<file path="src/rtl/dp_pkg.sv">
// Shared definitions for the datapath sequencer: opcodes, FSM state encoding,
// one-hot select constants, ALU op codes and the bundled strobe struct.
package dp_pkg;

    // Micro-instruction opcodes (instr[7:5])
    localparam logic [2:0] OP_LDI = 3'b000;
    localparam logic [2:0] OP_MVT = 3'b001;
    localparam logic [2:0] OP_LDB = 3'b010;
    localparam logic [2:0] OP_XOR = 3'b011;
    localparam logic [2:0] OP_AND = 3'b100;
    localparam logic [2:0] OP_SHL = 3'b101;
    localparam logic [2:0] OP_STT = 3'b110;
    localparam logic [2:0] OP_STA = 3'b111;

    // Register-file write source (one-hot)
    localparam logic [2:0] SR_IN  = 3'b001;
    localparam logic [2:0] SR_ALU = 3'b010;
    localparam logic [2:0] SR_TMP = 3'b100;

    // tmp load source (one-hot)
    localparam logic [2:0] TSEL_ALU = 3'b001;
    localparam logic [2:0] TSEL_R0  = 3'b010;
    localparam logic [2:0] TSEL_B   = 3'b100;

    // ALU operation select
    localparam logic [1:0] ALU_XOR  = 2'b00;
    localparam logic [1:0] ALU_AND  = 2'b01;
    localparam logic [1:0] ALU_SHL  = 2'b10;
    localparam logic [1:0] ALU_PASS = 2'b11;

    typedef enum logic [1:0] {
        ST_IDLE = 2'b00,
        ST_EXEC = 2'b01,
        ST_DONE = 2'b10
    } dp_state_t;

    // Every datapath strobe/select in one bundle
    typedef struct packed {
        logic       w;
        logic [1:0] rn;
        logic [2:0] sr;
        logic [1:0] aluop;
        logic       lt;
        logic [2:0] tsel;
        logic [2:0] bsel;
    } dp_ctrl_t;

    // Rm selects the B operand; Rm=00 means a zero operand (no register selected)
    function automatic logic [2:0] bsel_from_rm(input logic [1:0] rm);
        case (rm)
            2'b01:   bsel_from_rm = 3'b001;
            2'b10:   bsel_from_rm = 3'b010;
            2'b11:   bsel_from_rm = 3'b100;
            default: bsel_from_rm = 3'b000;
        endcase
    endfunction

endpackage

</file>
<file path="src/rtl/dp_seq_decode.sv">
// Pure combinational decode of a latched micro-instruction into datapath
// strobes. When en is low every strobe sits at its inactive default.
module dp_seq_decode
    import dp_pkg::*;
(
    input  logic       en,
    input  logic [2:0] op,
    input  logic [1:0] rd,
    input  logic [1:0] rm,
    output dp_ctrl_t   ctrl
);

    // Strobe decode: defaults first, then per-opcode overrides while executing
    always_comb begin
        ctrl = '0;
        if (en) begin
            ctrl.bsel = bsel_from_rm(rm);
            case (op)
                OP_LDI: begin
                    ctrl.w  = 1'b1;
                    ctrl.rn = rd;
                    ctrl.sr = SR_IN;
                end
                OP_MVT: begin
                    ctrl.lt   = 1'b1;
                    ctrl.tsel = TSEL_R0;
                end
                OP_LDB: begin
                    ctrl.lt   = 1'b1;
                    ctrl.tsel = TSEL_B;
                end
                OP_XOR: begin
                    ctrl.lt    = 1'b1;
                    ctrl.tsel  = TSEL_ALU;
                    ctrl.aluop = ALU_XOR;
                end
                OP_AND: begin
                    ctrl.lt    = 1'b1;
                    ctrl.tsel  = TSEL_ALU;
                    ctrl.aluop = ALU_AND;
                end
                OP_SHL: begin
                    ctrl.lt    = 1'b1;
                    ctrl.tsel  = TSEL_ALU;
                    ctrl.aluop = ALU_SHL;
                end
                OP_STT: begin
                    ctrl.w  = 1'b1;
                    ctrl.rn = rd;
                    ctrl.sr = SR_TMP;
                end
                OP_STA: begin
                    ctrl.w     = 1'b1;
                    ctrl.rn    = rd;
                    ctrl.sr    = SR_ALU;
                    ctrl.aluop = ALU_PASS;
                end
                default: ;
            endcase
        end
    end

endmodule

</file>
<file path="src/rtl/dp_sequencer.sv">
// Control sequencer for the 8-bit register/tmp datapath. Accepts one
// micro-instruction per start handshake, runs it for one or more EXEC cycles
// (SHL repeats Rm+1 times) and pulses done in the following DONE cycle.
// Optional build macro DP_SEQ_PREFETCH_EN adds a one-entry instruction buffer
// so a new op can be accepted while one is in flight.
module dp_sequencer
    import dp_pkg::*;
#(
    parameter int SHIFT_CW = 2
)(
    input  logic       clk,
    input  logic       reset,
    input  logic       start,
    input  logic [7:0] instr,
    output logic       ready,
    output logic       done,
    output logic       w,
    output logic [1:0] Rn,
    output logic [2:0] sr,
    output logic [1:0] aluop,
    output logic       lt,
    output logic [2:0] tsel,
    output logic [2:0] bsel
);

    // Handshake: an instruction transfers on a rising clk edge where both
    // start and ready are high; start without ready is simply dropped, and
    // ready never depends combinationally on start.

    // Latched instruction keeps only {op, Rd, Rm}; bit 0 is reserved
    dp_state_t             state_q, state_d;
    logic [6:0]            instr_q, instr_d;
    logic [SHIFT_CW-1:0]   cnt_q, cnt_d;
    logic                  accept;
    logic                  unused_instr_bit;
    dp_ctrl_t              ctrl;

    assign unused_instr_bit = instr[0];
    assign accept           = start & ready;

`ifdef DP_SEQ_PREFETCH_EN
    logic       buf_valid_q, buf_valid_d;
    logic [6:0] buf_instr_q, buf_instr_d;

    assign ready = ~buf_valid_q;
`else
    assign ready = (state_q == ST_IDLE);
`endif

    assign done = (state_q == ST_DONE);

    // Next-state, instruction latch and shift repeat counter
    always_comb begin
        state_d = state_q;
        instr_d = instr_q;
        cnt_d   = cnt_q;
`ifdef DP_SEQ_PREFETCH_EN
        buf_valid_d = buf_valid_q;
        buf_instr_d = buf_instr_q;
`endif
        case (state_q)
            ST_IDLE: begin
`ifdef DP_SEQ_PREFETCH_EN
                // A buffered op (taken during the previous DONE) goes first
                if (buf_valid_q) begin
                    state_d     = ST_EXEC;
                    instr_d     = buf_instr_q;
                    cnt_d       = SHIFT_CW'(buf_instr_q[1:0]);
                    buf_valid_d = 1'b0;
                end else if (accept) begin
                    state_d = ST_EXEC;
                    instr_d = instr[7:1];
                    cnt_d   = SHIFT_CW'(instr[2:1]);
                end
`else
                if (accept) begin
                    state_d = ST_EXEC;
                    instr_d = instr[7:1];
                    cnt_d   = SHIFT_CW'(instr[2:1]);
                end
`endif
            end
            ST_EXEC: begin
                // Only SHL repeats; the counter stops at zero
                if ((cnt_q == '0) || (instr_q[6:4] != OP_SHL)) begin
                    state_d = ST_DONE;
                end else begin
                    cnt_d = cnt_q - SHIFT_CW'(1);
                end
`ifdef DP_SEQ_PREFETCH_EN
                if (accept) begin
                    buf_valid_d = 1'b1;
                    buf_instr_d = instr[7:1];
                end
`endif
            end
            ST_DONE: begin
`ifdef DP_SEQ_PREFETCH_EN
                // Back-to-back: skip IDLE when an op is already waiting
                if (buf_valid_q) begin
                    state_d     = ST_EXEC;
                    instr_d     = buf_instr_q;
                    cnt_d       = SHIFT_CW'(buf_instr_q[1:0]);
                    buf_valid_d = 1'b0;
                end else begin
                    state_d = ST_IDLE;
                    if (accept) begin
                        buf_valid_d = 1'b1;
                        buf_instr_d = instr[7:1];
                    end
                end
`else
                state_d = ST_IDLE;
`endif
            end
            default: state_d = ST_IDLE;
        endcase
    end

    // State, instruction and counter registers with synchronous reset
    always_ff @(posedge clk) begin
        if (reset) begin
            state_q <= ST_IDLE;
            instr_q <= '0;
            cnt_q   <= '0;
        end else begin
            state_q <= state_d;
            instr_q <= instr_d;
            cnt_q   <= cnt_d;
        end
    end

`ifdef DP_SEQ_PREFETCH_EN
    // Prefetch buffer registers
    always_ff @(posedge clk) begin
        if (reset) begin
            buf_valid_q <= 1'b0;
            buf_instr_q <= '0;
        end else begin
            buf_valid_q <= buf_valid_d;
            buf_instr_q <= buf_instr_d;
        end
    end
`endif

    // Strobes are decoded only from registered state and latched instr
    dp_seq_decode u_decode (
        .en   (state_q == ST_EXEC),
        .op   (instr_q[6:4]),
        .rd   (instr_q[3:2]),
        .rm   (instr_q[1:0]),
        .ctrl (ctrl)
    );

    assign w     = ctrl.w;
    assign Rn    = ctrl.rn;
    assign sr    = ctrl.sr;
    assign aluop = ctrl.aluop;
    assign lt    = ctrl.lt;
    assign tsel  = ctrl.tsel;
    assign bsel  = ctrl.bsel;

endmodule

</file>
<file path="config.mk">
export PLATFORM = sky130hd
export DESIGN_NAME = dp_sequencer
export DESIGN_NICKNAME = d
export VERILOG_FILES = /design/src/rtl/dp_pkg.sv /design/src/rtl/dp_seq_decode.sv /design/src/rtl/dp_sequencer.sv
export SDC_FILE = /design/constraint.sdc
export NUM_CORES = 1
export LEC_CHECK = 0
export CAP_MARGIN = 25
export CORE_ASPECT_RATIO = 0.9
export CORE_MARGIN = 2
export CORE_UTILIZATION = 44
export DETAILED_ROUTE_END_ITERATION = 16
export PLACE_DENSITY = 0.82
export SKIP_LAST_GASP = 1
export SLEW_MARGIN = 20
export SYNTH_ARGS = -nofsm -noshare
export SYNTH_HDL_FRONTEND = slang
export SYNTH_HIERARCHICAL = 1
export SYNTH_SLANG_ARGS = --single-unit
</file>
<file path="constraint.sdc">
create_clock -name clk -period 3.98 [get_ports clk]
set_input_delay 0.796 -clock clk [delete_from_list [all_inputs] [get_ports clk]]
set_output_delay 0.796 -clock clk [all_outputs]
set_load 0.02 [all_outputs]
</file>
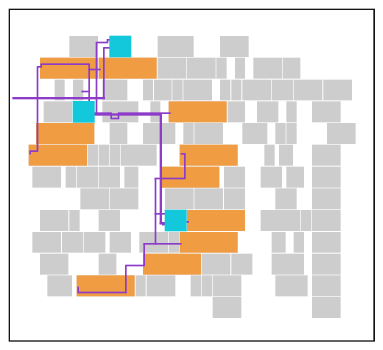
**Above:** run 1 (clock wires, drivers and flops).
Scale: 8 px per um.
clock wires: shown in purple, length 132 um. clock-net drivers: shown in cyan, count 3. flip-flops: shown in orange, count 11.
There are 4 routed clock nets.
Clock power frac: 28.0%
P_clk: 0.0000743 W
clock skew: 0.614 ps

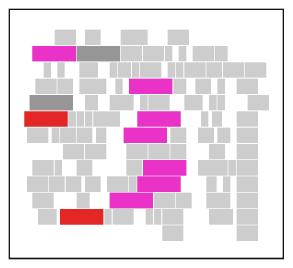
**Above:** run 1 (sequential cells grouped by signal name).
Scale: 6 px per um.
`state_q`: shown in red, placed flops 2. `instr_q`: shown in magenta, placed flops 7.
Register Area: 220 um^2
Seq/total area: 23.0%

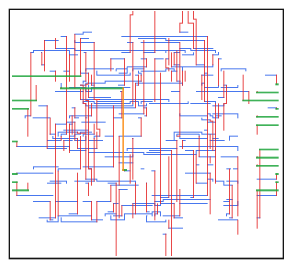
**Above:** run 1 (routed metal, one colour a layer).
Scale: 6 px per um.
M4: shown in orange, wire length 13.6 um. M3: shown in green, wire length 63.2 um. M2: shown in red, wire length 654 um. M1: shown in blue, wire length 649 um.
GRT Total Usage: 16.0%
WL/cell: 11.5 um
routed wire length: 1.38 mm
total number of vias: 621

==> run notes, run 1 <==
run results: status completed, initial antenna violation count 0, vias in the first global route 513, first-pass GRT wire length 2.18 mm, CTS Buffer Depth 2, grt peak-use layer met2, Worst Hold Depth 2, Sinks on Clock Net 11, layout cells sized above 1 13.3%, Initial Util 46.9%, drt via density 5.18, total gr overflow 0, tool warning count 27, # resized after CTS 0, post-DP HPWL 1.03 mm, adder-cell share of the synthesized area 1.84%, WP data required 3180 ps, final core occ 66.1%, Hold Buf Count CTS 0, Clk pin slew, worst setup/hold paths 60 ps, initial DRC count 7, critical path startpoint category flop, Antenna Cells 0, setup_tns 0 ps, drt pass-1 iters 4, Post-synth seq share 32.4%, Yosys chip area 679 um^2, crit share post-route 76.8%, fmax 327 MHz, TritonCTS Buffers 3, power per cell area 277 nW/um^2, total power 0.000265 W, RSZ-0062 raised after global routing no, Buffers on Ports 26, Setup WS post-layout 923 ps, Synth Cell Area 679 um^2, Final ANT Viol Nets 0, Warnings, synthesis 6, Pins Over Slew Limit 0, number of cells in Yosys stat 79, core area 1450 um^2, met3 Usage GRT 2.64%, # DRC 0, EDFF count, synth 0, Synth flops 11, CP max FO 17, Synth Area in Simple Gates 33.1%, Top Ports 28, chip area 1870 um^2, final-stage net count 118, row count 13, Rel. slew slack 70.7%, syn avg cell area 8.60 um^2, largest net degree at the start of global routing 18, Die X 45.4 um, Top logic family simple AND/OR/NAND/NOR gates, Leakage 0.389 nW, worst-margin pin slew 438 ps, H-tree depth 1, P&R area growth vs syn 40.9%, Synth async-reset ratio 0%, GP Congestion 0.738, grt met1 use 20.1%, pre-CTS worst setup slack 1200 ps, root buf cell clkbuf_4, hold crit path type reg -> reg, # setup viols final 0, Post-Synth XOR/XNOR Area 1.29%, M2 GR Usage 28.5%, synthesized net count 91, die span in y 41.3 um, Commonest flop dfxtp_1, Final Hold Vio Count 0
[run 1: cell type report]
cell class	instances	area, um^2
clock buffers	4	26.3
repair buffers	28	275
multi-input cells	58	402
flip-flops and latches	11	220
inverters	4	15.0
fillers	133	490
well taps	15	18.8
[run 1: state kept, by name (all words and copies together) (netlist names)]
signal	count
cnt_q	2
instr_q	7
state_q	2
[run 1: critical path: stages (launching register included)]
cell and delay, ps:
dfxtp_1 390, nor2b_1 150, buf_4 200, or4b_4 510, a21boi_2 130, clkdlybuf4s50_1 610
[run 1: where the power goes]
part	switching [W]	internal [W]	total, W
clock network	0.0000355	0.0000388	0.0000743
logic	0.0000280	0.0000356	0.0000636
registers	0.00000915	0.000118	0.000127
[run 1: cell usage after synthesis, drive strengths merged, types with 2 or more instances]
library cell / instances / area, um^2
o211ai: 2 / 20.0
clkbuf: 2 / 7.51
a21boi: 3 / 30.0
nand3b: 2 / 15.0
buf: 4 / 35.0
nand2: 7 / 26.3
mux2i: 8 / 80.1
nor2b: 2 / 12.5
nor2: 13 / 48.8
nor3b: 3 / 22.5
dfxtp: 11 / 220
and3: 4 / 27.5
inv: 4 / 15.0
[run 1: layout by cell type (no fill, tap or decap)]
cell             count
buf_4                2
or2b_1               1
nand4_1              1
a21boi_2             2
nand2_1              7
or4b_4               1
mux2i_1              8
xnor2_1              1
o211ai_2             1
nor3_1               1
a21oi_1              1
nor3b_1              3
dfxtp_1             11
and4bb_2             1
nand2b_1             1
a21boi_0             1
nand3b_1             2
o211ai_1             1
inv_1                4
ha_1                 1
clkbuf_4             3
and3_2               2
and3_1               2
or3_2                1
nor2_1              13
nand3_1              1
a2111o_1             1
nor2b_1              2
clkbuf_1             1
a2bb2oi_1            1
and2b_2              1
clkdlybuf4s50_1     26
[run 1: worst paths after layout]
| path | endpoint | start | slack [ps] |
|---|---|---|---|
| min reg2reg | cnt_q[1] | cnt_q[1] | 470 |
| max reg2reg | cnt_q[0] | instr_q[5] | 2570 |
| max | Rn[0] | state_q[0] | 920 |
| min | cnt_q[1] | cnt_q[1] | 470 |
[run 1: metal layers]
metal / wire length [um] / vias up / part of all wire [%]
li1: - / 324 / -
met1: 648 / 273 / 47
met2: 653 / 22 / 47
met3: 63 / 2 / 4.6
met4: 13 / 0 / 0.94
met5: 0 / - / 0
[run 1: through the flow]
| step | instances | instance area (um^2) | hold WS, ps |
|---|---|---|---|
| final | 120 | 957 | 473 |
| after global routing | 120 | 957 | 489 |
| after CTS | 120 | 957 | 480 |
| after detailed placement | 116 | 931 | 471 |
| after global placement | 116 | 931 | 450 |
| after floorplan | 79 | 679 | 438 |
[run 1: cells by family after synthesis]
kind of cell               count (synthesis)
DFF                                       11
AOI/OAI and AO/OA                          8
adders and majority gates                  1
xor gates and xnor gates                   1
muxes                                      8
and+or+nand+nor                           40
buffers and inverters                     10
**Run 1: routing congestion**

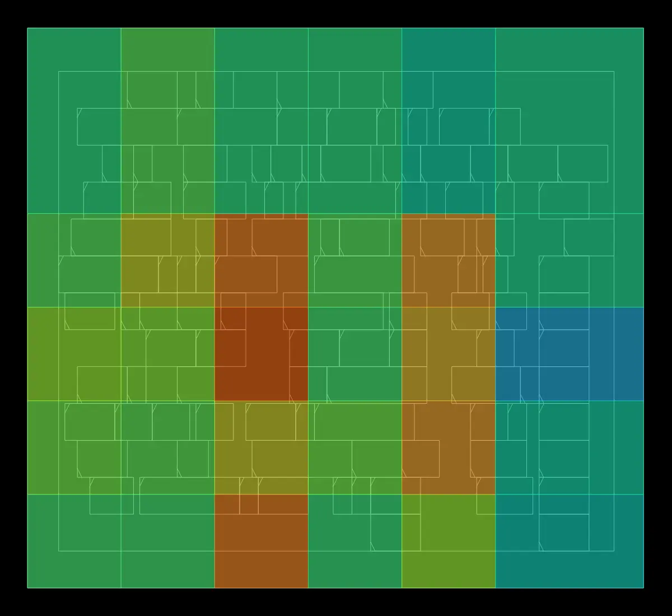

==> run 1 -> run 2 <==
--- a/config.mk
+++ b/config.mk
@@ -8,9 +8,9 @@
 export CAP_MARGIN = 25
 export CORE_ASPECT_RATIO = 0.9
 export CORE_MARGIN = 2
-export CORE_UTILIZATION = 44
+export CORE_UTILIZATION = 41
 export DETAILED_ROUTE_END_ITERATION = 16
-export PLACE_DENSITY = 0.82
+export PLACE_DENSITY = 0.77
 export SKIP_LAST_GASP = 1
 export SLEW_MARGIN = 20
 export SYNTH_ARGS = -nofsm -noshare
==> constraint.sdc (replaced) <==
create_clock -name clk -period 2.95 [get_ports clk]
set_input_delay 0.59 -clock clk [delete_from_list [all_inputs] [get_ports clk]]
set_output_delay 0.59 -clock clk [all_outputs]
set_load 0.02 [all_outputs]
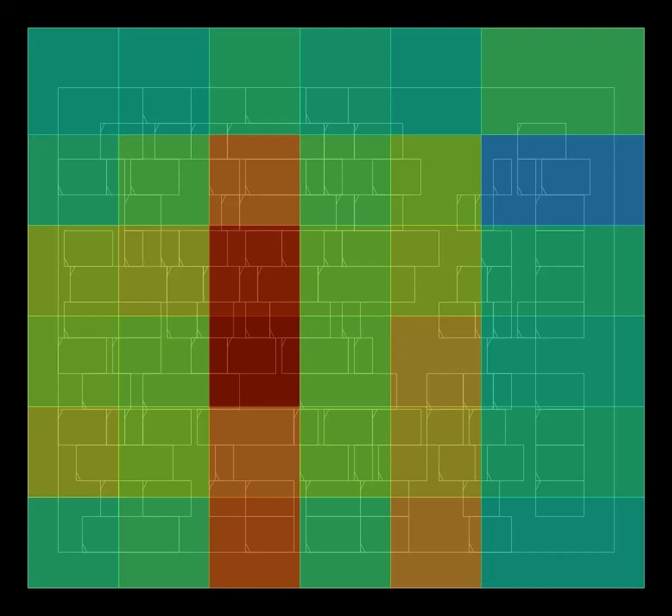
**Above:** run 2 (routing congestion).
final core occ: 64.5%
grt met1 use: 20.4%
M2 GR Usage: 29.3%

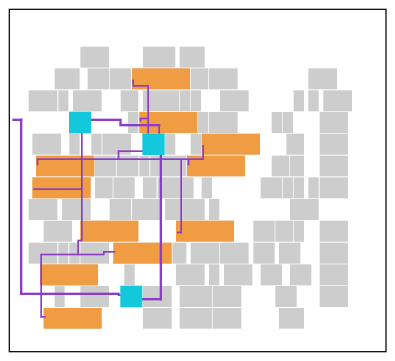
**Above:** run 2 (clock wires, drivers and flops).
Scale: 8 px per um.
clock-net drivers: shown in cyan, count 3. clock wires: shown in purple, length 164 um. flip-flops: shown in orange, count 11.
There are 4 routed clock nets.

==> run 2 against run 1 <==
Count of clock-buffer cells in the layout unchanged. Wire length grew 7.3%. Synthesized area did not move. Critical path depth decreased by 1. Worst setup slack worse by 660 ps. Register-to-register slack worse by 1000 ps. Cell area grew 0.91%. Clock power up 43%. Combinational power is 36% higher. Critical path type unchanged. Critical endpoint unchanged.
==> run notes, run 2 <==
run results: status completed, drt via density 5.00, routed wire length 1.48 mm, row count 13, Comb pwr share 23.7%, crit share post-route 91.1%, post-DP HPWL 1.15 mm, most frequent cells in the layout clkdlybuf4s50_1, nor2_1, dfxtp_1, GP Congestion 0.777, initial antenna violation count 0, CTS Buffer Depth 2, EDFF count, synth 0, fill cell count 151, Leakage 0.389 nW, critical path startpoint category flop, leading area contributor after synthesis dfxtp_1, Final Hold Vio Count 0, post-synth top area share 32.4%, syn avg cell area 8.60 um^2, vias in the first global route 597, drt pass-1 iters 4, clock skew 7.93 ps, Most flops, register instr_q, core area 1500 um^2, cells along the critical path nor2b_1 > or4b_4 > a21boi_2 > clkdlybuf4s50_1, Rel. slew slack 71.6%, Buf/Inv on CP 1, setup_tns 0 ps, TritonCTS clock tree done, hold path endpoint cnt_q[1], WP data required 2360 ps, # resized after CTS 0, distinct lib cells 32, CP max FO 5, total number of vias 635, first-pass GRT wire length 2.54 mm, capture point of the worst reg-to-reg path cnt_q[0], final-stage net count 118, Antenna Cells 0, GRT Total Usage 18.1%, P_int 0.000259 W, worst hold path startpoint cnt_q[1], slowest library cell on the worst path clkdlybuf4s50_1, Max-Cap Viols 0, # DRC 0, Cells after Synth 79, switch share 28.8%, Yosys chip area 679 um^2, top cells by area dfxtp_1, mux2i_1, nor2_1, hold crit path type reg -> reg, Pins Over Slew Limit 0, chip area 2000 um^2, Peak supply drop 327 uV, Flop pwr share 47.1%, TritonCTS Buffers 3, Synth flops 11, Initial Util 45.4%, register-to-register setup slack 1550 ps, fmax 372 MHz, Largest register FFs 7, synthesized net count 91, setup bufs post-CTS 0, Period minus WS final 2690 ps, P&R area growth vs syn 42.2%, switching power of the nets 0.000105 W, initial DRC count 7, Top Ports 28, Worst Hold Depth 2, total gr overflow 0, power per cell area 377 nW/um^2, top flop regs instr_q (7), cnt_q (2), state_q (2), WL/cell 11.6 um, worst reg2reg path depth 3, largest net degree at the start of global routing 17, cell with the most instances after synthesis nor2_1, Synth async-reset ratio 0%, Warnings, synthesis 6, Critical R2R Launch instr_q[5], Commonest flop dfxtp_1, Buffers on Ports 26, CP arrival 2100 ps, number of cells in Yosys stat 79, CP endpoint kind output pin, tool warning count 27, Clk pin slew, worst setup/hold paths 80 ps, # setup viols final 0, Clock power frac 29.2%, Largest delay share family, worst path simple AND/OR/NAND/NOR gates, Setup CP Type reg -> out, Sinks on Clock Net 11, Final Hold Slack 495 ps, worst-margin pin slew 425 ps, Die X 46.9 um, Post-synth seq share 32.4%, Hold Buf Count CTS 0, H-tree depth 1, Critical Path Max Stage Delay 610 ps, root buf cell clkbuf_4, die span in y 42.6 um, layout cells sized above 1 13.3%, Top cell excl fill/tap clkdlybuf4s50_1, Latency at later pin 280 ps, RSZ-0062 raised after global routing no, Synth Cell Area 679 um^2, top cells by count, synth nor2_1, dfxtp_1, mux2i_1, Final ANT Viol Nets 0
-- run 2: worst max path at each step --
stage                    start      end  slack [ps]  cells after the start
floorplan           state_q[0]  tsel[2]         860                      5
global placement    state_q[0]    Rn[1]         570                      4
detailed placement  state_q[0]    Rn[0]         550                      4
CTS                 state_q[0]    Rn[0]         260                      4
global route        state_q[0]    Rn[0]         180                      4
finish              state_q[0]    Rn[0]         260                      4
-- run 2: metal layers --
layer,part of all wire [%],track usage [%],vias up
met3,6.0,3.88,4
li1,-,-,322
met4,2.7,11.7,0
met2,46,29.3,26
met1,45,20.4,283
met5,0,0,-
-- run 2: final cells by class --
cell class,count,area [um^2],share of cell area [%]
Clock buffer,4,26.3,2.72
Inverter,4,15.0,1.55
Sequential cell,11,220,22.8
Tap cell,22,27.5,2.85
Multi-Input combinational cell,58,402,41.6
Timing Repair Buffer,28,275,28.5
-- run 2: cells by family after synthesis --
family	after synthesis	share of synthesized area [%]
AND-OR/OR-AND	8	11.0
flip-flops	11	32.4
AND/OR/NAND/NOR	40	33.1
buffers and inverters	10	8.47
adder cells (fa/ha/maj)	1	1.84
multiplexers	8	11.8
XOR/XNOR	1	1.29
-- run 2: worst min-delay path, cell delays in order (launching register included) --
cell     delay [ps]
dfxtp_1         320
nand2_1          60
mux2i_1          70
-- run 2: stage by stage --
stage | instances | power (W) | instance area (um^2) | setup slack (ps)
final | 127 | 0.000364 | 966 | 263
after global placement | 123 | 0.000258 | 940 | 568
after detailed placement | 123 | 0.000262 | 940 | 553
after floorplan | 79 | 0.000230 | 679 | 860
after global routing | 127 | 0.000380 | 966 | 183
after CTS | 127 | 0.000364 | 966 | 259
-- run 2: power groups by stage --
stage	registers [W]	clock network, W	logic [W]
finish	0.000172	0.000106	0.0000864
global route	0.000174	0.000112	0.0000945
floorplan	0.000169	0	0.0000615
detailed placement	0.000175	0	0.0000869
CTS	0.000171	0.000106	0.0000871
global placement	0.000174	0	0.0000843
Power and IR drop assume default switching activity.
